==> src/rtl/rgb_matrix_pkg.sv <==
// rgb_matrix_pkg: shared pattern modes, palette and intensity helpers
// for the RGB LED matrix pattern path.
package rgb_matrix_pkg;

  typedef enum logic [1:0] {
    MODE_SOLID   = 2'd0,
    MODE_ROWBARS = 2'd1,
    MODE_COLBARS = 2'd2,
    MODE_GRAD    = 2'd3
  } pat_mode_e;

  localparam int MAX_BPC = 8;

  localparam logic [2:0] PALETTE [8] = '{
    3'b111, 3'b000, 3'b100, 3'b110,
    3'b010, 3'b011, 3'b001, 3'b101
  };

  // Sized for the widest channel; only the low BPC bits are ever nonzero.
  typedef struct packed {
    logic [MAX_BPC-1:0] r;
    logic [MAX_BPC-1:0] g;
    logic [MAX_BPC-1:0] b;
  } rgb_int_t;

  function automatic rgb_int_t pal_expand(
    input logic [2:0]         c,
    input logic [MAX_BPC-1:0] full
  );
    rgb_int_t v;
    v.r = c[2] ? full : '0;
    v.g = c[1] ? full : '0;
    v.b = c[0] ? full : '0;
    return v;
  endfunction

  function automatic logic [MAX_BPC-1:0] gamma(
    input logic [MAX_BPC-1:0] i,
    input int                 bpc
  );
    logic [2*MAX_BPC-1:0] w;
    w = (2*MAX_BPC)'(i) * (2*MAX_BPC)'(i)
      + (2*MAX_BPC)'((1 << bpc) - 1);
    return MAX_BPC'(w >> bpc);
  endfunction

endpackage

==> src/rtl/rgb_pattern_scroll_ctrl.sv <==
// rgb_pattern_scroll_ctrl: per-frame mode latch, frame divider
// and horizontal scroll offset.
module rgb_pattern_scroll_ctrl
  import rgb_matrix_pkg::*;
#(
  parameter int COL_W      = 5,
  parameter int SCROLL_DIV = 4
) (
  input  logic             clk,
  input  logic             reset,
  input  logic             frame_start,
  input  logic [1:0]       mode_sel,
  input  logic             scroll_en,
  output logic [1:0]       mode_q,
  output logic [COL_W-1:0] scroll_ofs
);

  localparam int FC_W =
    (SCROLL_DIV > 1) ? $clog2(SCROLL_DIV) : 1;
  localparam logic [FC_W-1:0] FC_LAST =
    FC_W'(SCROLL_DIV - 1);

  pat_mode_e        r_mode;
  logic [FC_W-1:0]  r_frame_cnt;
  logic [COL_W-1:0] r_scroll_ofs;

  always_ff @(posedge clk) begin
    if (reset) begin
      r_mode       <= MODE_SOLID;
      r_frame_cnt  <= '0;
      r_scroll_ofs <= '0;
    end else if (frame_start) begin
      r_mode <= pat_mode_e'(mode_sel);
      if (r_frame_cnt == FC_LAST) begin
        r_frame_cnt <= '0;
        if (scroll_en)
          r_scroll_ofs <= r_scroll_ofs + COL_W'(1);
      end else begin
        r_frame_cnt <= r_frame_cnt + FC_W'(1);
      end
    end
  end

  assign mode_q     = r_mode;
  assign scroll_ofs = r_scroll_ofs;

endmodule

==> src/rtl/rgb_pattern_gen.sv <==
// rgb_pattern_gen: 2-stage test-pattern pixel source for a HUB75 driver.
// Define RGB_PATGEN_GAMMA_EN to apply gamma to all channel intensities.
module rgb_pattern_gen
  import rgb_matrix_pkg::*;
#(
  parameter int COL_W      = 5,
  parameter int ROW_W      = 3,
  parameter int BPC        = 4,
  parameter int SCROLL_DIV = 4,
  parameter int PLANE_W    = (BPC > 1) ? $clog2(BPC) : 1
) (
  input  logic               clk,
  input  logic               reset,
  input  logic               frame_start,
  input  logic [1:0]         mode_sel,
  input  logic               scroll_en,
  input  logic [3*BPC-1:0]   solid_rgb,
  input  logic               pix_req,
  input  logic [COL_W-1:0]   col_count,
  input  logic [ROW_W-1:0]   row_count,
  input  logic [PLANE_W-1:0] plane,
  output logic               pix_valid,
  output logic [2:0]         LED_Top,
  output logic [2:0]         LED_Bottom,
  output logic [1:0]         mode_q
);

  localparam int HI_W = (BPC > 3) ? BPC : 3;
  localparam logic [MAX_BPC-1:0] FULL =
    MAX_BPC'((1 << BPC) - 1);

  logic [COL_W-1:0] w_scroll_ofs;
  logic [COL_W-1:0] w_sc;
  logic [HI_W-1:0]  w_sc_hi;
  logic [2:0]       w_idx;
  rgb_int_t         w_top;
  rgb_int_t         w_bot;
  rgb_int_t         w_top_g;
  rgb_int_t         w_bot_g;

  rgb_pattern_scroll_ctrl #(
    .COL_W      (COL_W),
    .SCROLL_DIV (SCROLL_DIV)
  ) u_scroll (
    .clk         (clk),
    .reset       (reset),
    .frame_start (frame_start),
    .mode_sel    (mode_sel),
    .scroll_en   (scroll_en),
    .mode_q      (mode_q),
    .scroll_ofs  (w_scroll_ofs)
  );

  assign w_sc    = col_count + w_scroll_ofs;
  assign w_sc_hi = HI_W'(w_sc >> (COL_W - HI_W));

  always_comb begin
    w_top = '0;
    w_bot = '0;
    w_idx = 3'd0;
    unique case (pat_mode_e'(mode_q))
      MODE_SOLID: begin
        w_top.r = MAX_BPC'(solid_rgb[3*BPC-1 -: BPC]);
        w_top.g = MAX_BPC'(solid_rgb[2*BPC-1 -: BPC]);
        w_top.b = MAX_BPC'(solid_rgb[BPC-1:0]);
        w_bot   = w_top;
      end
      MODE_ROWBARS: begin
        w_idx = row_count[2:0];
        w_top = pal_expand(PALETTE[w_idx], FULL);
        w_bot = w_top;
      end
      MODE_COLBARS: begin
        w_idx = w_sc_hi[HI_W-1 -: 3];
        w_top = pal_expand(PALETTE[w_idx], FULL);
        w_bot = pal_expand(PALETTE[w_idx + 3'd4], FULL);
      end
      MODE_GRAD: begin
        w_top.r = MAX_BPC'(w_sc_hi[HI_W-1 -: BPC]);
        w_bot.b = MAX_BPC'(w_sc_hi[HI_W-1 -: BPC]);
      end
    endcase
  end

`ifdef RGB_PATGEN_GAMMA_EN
  always_comb begin
    w_top_g.r = gamma(w_top.r, BPC);
    w_top_g.g = gamma(w_top.g, BPC);
    w_top_g.b = gamma(w_top.b, BPC);
    w_bot_g.r = gamma(w_bot.r, BPC);
    w_bot_g.g = gamma(w_bot.g, BPC);
    w_bot_g.b = gamma(w_bot.b, BPC);
  end
`else
  assign w_top_g = w_top;
  assign w_bot_g = w_bot;
`endif

  logic               r_s1_valid;
  logic [PLANE_W-1:0] r_s1_plane;
  rgb_int_t           r_s1_top;
  rgb_int_t           r_s1_bot;
  logic               r_pix_valid;
  logic [2:0]         r_led_top;
  logic [2:0]         r_led_bot;

  logic [2:0] w_pidx;
  logic       w_on;
  logic [2:0] w_top_bits;
  logic [2:0] w_bot_bits;

  // Planes beyond the channel depth read as off.
  assign w_pidx = 3'(r_s1_plane);
  assign w_on   = (32'(r_s1_plane) < BPC);

  assign w_top_bits = {r_s1_top.r[w_pidx],
                       r_s1_top.g[w_pidx],
                       r_s1_top.b[w_pidx]} & {3{w_on}};
  assign w_bot_bits = {r_s1_bot.r[w_pidx],
                       r_s1_bot.g[w_pidx],
                       r_s1_bot.b[w_pidx]} & {3{w_on}};

  always_ff @(posedge clk) begin
    if (reset) begin
      r_s1_valid  <= 1'b0;
      r_s1_plane  <= '0;
      r_s1_top    <= '0;
      r_s1_bot    <= '0;
      r_pix_valid <= 1'b0;
      r_led_top   <= 3'b000;
      r_led_bot   <= 3'b000;
    end else begin
      r_s1_valid  <= pix_req;
      r_s1_plane  <= plane;
      r_s1_top    <= w_top_g;
      r_s1_bot    <= w_bot_g;
      r_pix_valid <= r_s1_valid;
      r_led_top   <= r_s1_valid ? w_top_bits : 3'b000;
      r_led_bot   <= r_s1_valid ? w_bot_bits : 3'b000;
    end
  end

  assign pix_valid  = r_pix_valid;
  assign LED_Top    = r_led_top;
  assign LED_Bottom = r_led_bot;

endmodule
==> config.mk <==
export PLATFORM = sky130hd
export DESIGN_NAME = rgb_pattern_gen
export DESIGN_NICKNAME = d
export VERILOG_FILES = /design/src/rtl/rgb_matrix_pkg.sv /design/src/rtl/rgb_pattern_scroll_ctrl.sv /design/src/rtl/rgb_pattern_gen.sv
export SDC_FILE = /design/constraint.sdc
export NUM_CORES = 1
export LEC_CHECK = 0
export ABC_AREA = 1
export CAP_MARGIN = 15
export CELL_PAD_IN_SITES_DETAIL_PLACEMENT = 1
export CELL_PAD_IN_SITES_GLOBAL_PLACEMENT = 1
export CORE_UTILIZATION = 35
export DETAILED_ROUTE_END_ITERATION = 10
export PLACE_DENSITY_LB_ADDON = 0.05
export SYNTH_ARGS = -nofsm -noshare
export SYNTH_HDL_FRONTEND = slang
export SYNTH_SLANG_ARGS = --single-unit
==> constraint.sdc <==
create_clock -name clk -period 2.93 [get_ports clk]
set_clock_uncertainty 0.05 [all_clocks]
set_input_delay 0.4395 -clock clk [delete_from_list [all_inputs] [get_ports clk]]
set_output_delay 0.4395 -clock clk [all_outputs]
set_load 0.02 [all_outputs]
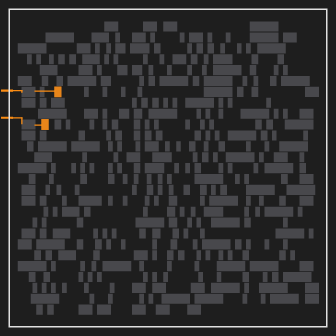
Fig. 1. Port wiring.
Key: mode_sel = orange [bits 2, direction input, edge left, end cells 2, buffers 2, wire 14.0 um]

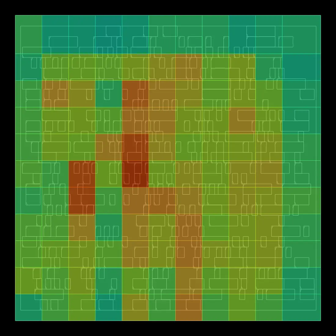
Fig. 2. Routing congestion map.
met1 routing resource usage after global routing: 22.5%
overall fraction of global-route tracks in use: 18.4%
global-route met2 utilization: 31.8%
fin util: 46.4%

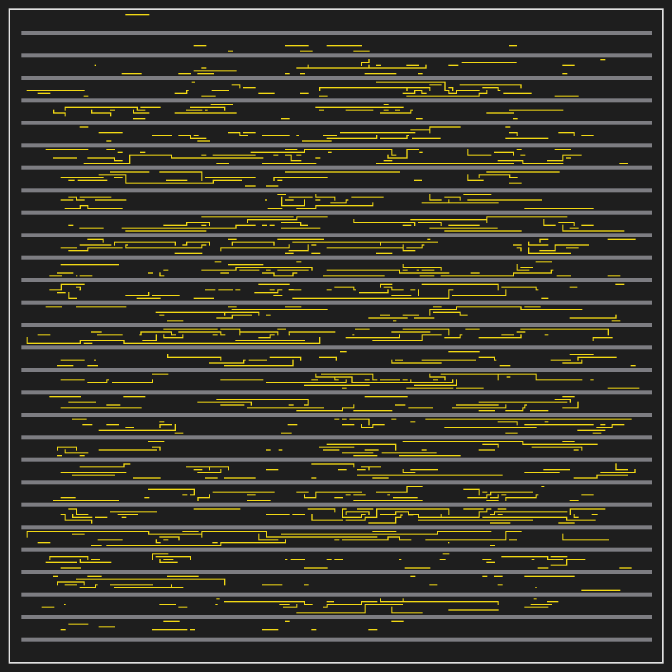
Fig. 3. Met1 routing.
Supply wires on this layer in grey.
The longest straight run is 24.8 um. The layer holds 47% of the routed length.

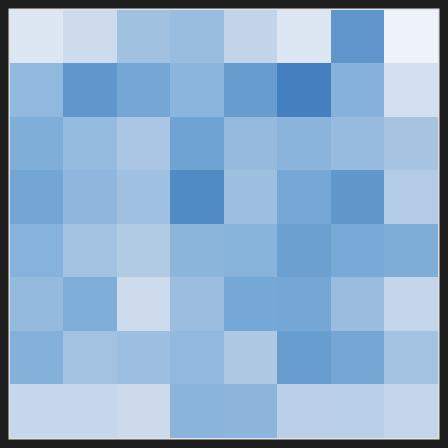
Fig. 4. Cell area per tile.
The die is cut into 8 by 8 equal tiles; white is low, dark blue is high, 0 to 100% covered.
The mean over all tiles is 40%. The fullest tile reaches 67%.

## power by group
| group | switching (mW) | leakage, nW | internal [mW] |
|---|---|---|---|
| combinational | 0.121 | 0.967 | 0.0967 |
| sequential | 0.0168 | 0.355 | 0.625 |
| clock | 0.217 | 0.0412 | 0.167 |
| total | 0.355 | 1.36 | 0.889 |
## cell families after synthesis
logic type	Yosys count	synth area share [%]
adder cells (fa/ha/maj)	8	5.19
AND-OR/OR-AND	38	9.54
flip-flops	43	41.5
XOR/XNOR	1	0.785
AND/OR/NAND/NOR	157	31.9
buffers and inverters	60	11.0
==> impl_metrics.toml <==
# yosys + openroad results
[final_timing]
maxSlewViolCount = 0
finalSetupViolations = 0
worstMarginPinSlew_ns = 0.814
finalSetupTns_ns = 0
grt_setup_unrepaired = "false"
finalCritPeriodShare_pct = 74.8
fmax_mhz = 456
max-slew-margin-rel_pct = 45.5

[cells_and_area]
design_area_um2 = 2600
area.sequential_um2 = 861
largestClassByArea = "logic gates"
syn2layout_area_growth_pct = 25.5
num-nonclk-buffers = 38
seqAreaFraction_pct = 33.1
highest_count_cells_in_the_layout_ignoring_fill_and_taps = "sky130_fd_sc_hd__nand2_1 (76), sky130_fd_sc_hd__inv_1 (54), sky130_fd_sc_hd__dfxtp_1 (43)"
comb_area_share_pct = 37.8
flops = 43
n_antenna_cell = 0
fill_cells = 767
mostFrequentLayoutCell = "sky130_fd_sc_hd__nand2_1"
area.combinational_um2 = 983
clkCellAreaFrac_pct = 3.27

[setup_path]
critical-path-top-delay-family = "simple AND/OR/NAND/NOR gates"
cp.depth = 10
worst-path-buf-inv = 2
start_kind = "input port"
critical_path_fanouts_max = 5
worst_path_cell_trace = "clkdlybuf4s50_1, fa_1, nand3_1, nand3_1, nand2_1, nand2_1, nand3_1, nand3_1, nand2_1, inv_1"
largest_stage_delay_worst_path_ns = 0.51
crit_path_end = "r_s1_bot[19]"
worst_r2r_path_depth = 11
cp_common_cell = "sky130_fd_sc_hd__nand3_1"
rr_startpoint = "u_scroll.scroll_ofs[0]"
worst_setup_path_startpoint = "col_count[1]"
r2r-end = "r_s1_bot[19]"
crit_arrival_ns = 2.34
critical_path_class = "input port to register"
timing.critical_path.required_ns = 3.08

[synth]
asyncSetResetFlopFracSynth_pct = 0
yosysTopAreaCell = "sky130_fd_sc_hd__dfxtp_1"
number_of_synthesized_flops_with_an_enable_pin = 0
yosysMostFrequentCell = "sky130_fd_sc_hd__nand2_1"
synth_stat.cells = 307
syn_area_per_cell_um2 = 6.75
ys_seq_share_pct = 41.5
syn-num-nets = 344
netlist_area_um2 = 2070
topCellsByArea = "sky130_fd_sc_hd__dfxtp_1 (42%), sky130_fd_sc_hd__nand2_1 (14%), sky130_fd_sc_hd__inv_1 (9.8%)"
ys_types = 17
synthDominantCellAreaShare_pct = 41.5

[pwr]
p_leak_nw = 1.36
worst_ir_drop_vdd_mv = 0.224

[global_route]
grt_start_max_net_pins = 25
grt_antenna_before_repair = 0
grt.overflow.total = 0
grt.met3_usage_pct = 4.37
via_count_of_the_first_global_routing_pass = 1972
grt-busiest-layer = "met2"
grt_pass1_wl_um = 9000

[die]
chip_area_um2 = 6230
die_height_um = 78.9
fp.dieW_um = 78.9
floorplan.tapcells = 72
placementRows = 27
core_um2 = 5610

[clock_tree]
largest_buffer_count_on_any_clock_path = 2
cts_tree = "yes"
cts_hold_repair.buffers = 0
clock_root_cell = "sky130_fd_sc_hd__clkbuf_8"
cts_setup_buffers = 0
clk_latency_ns = 0.31
cts_resized = 0

[min_path]
whs_path_depth = 2
hold_path.startpoint = "r_s1_top[11]"

[placed_design]
numPlacedInstances = 411
buffer_ports.inserted = 37
setup_ws_pre_cts_ns = 0.395

[route]
dr_wl_met3_um = 172
first_iter_violations = 62
route.vias.total = 1974
routed_via_density = 4.71
wirelength_um = 5050
antenna_left = 0
wl_met1_um = 2370
post_route_drc = 0

[flow_run]
max_cap_viol_count = 0
warnings = 27

[run_status]
outcome = "completed"
No activity file was given, so power comes from the tool's default toggle rates.
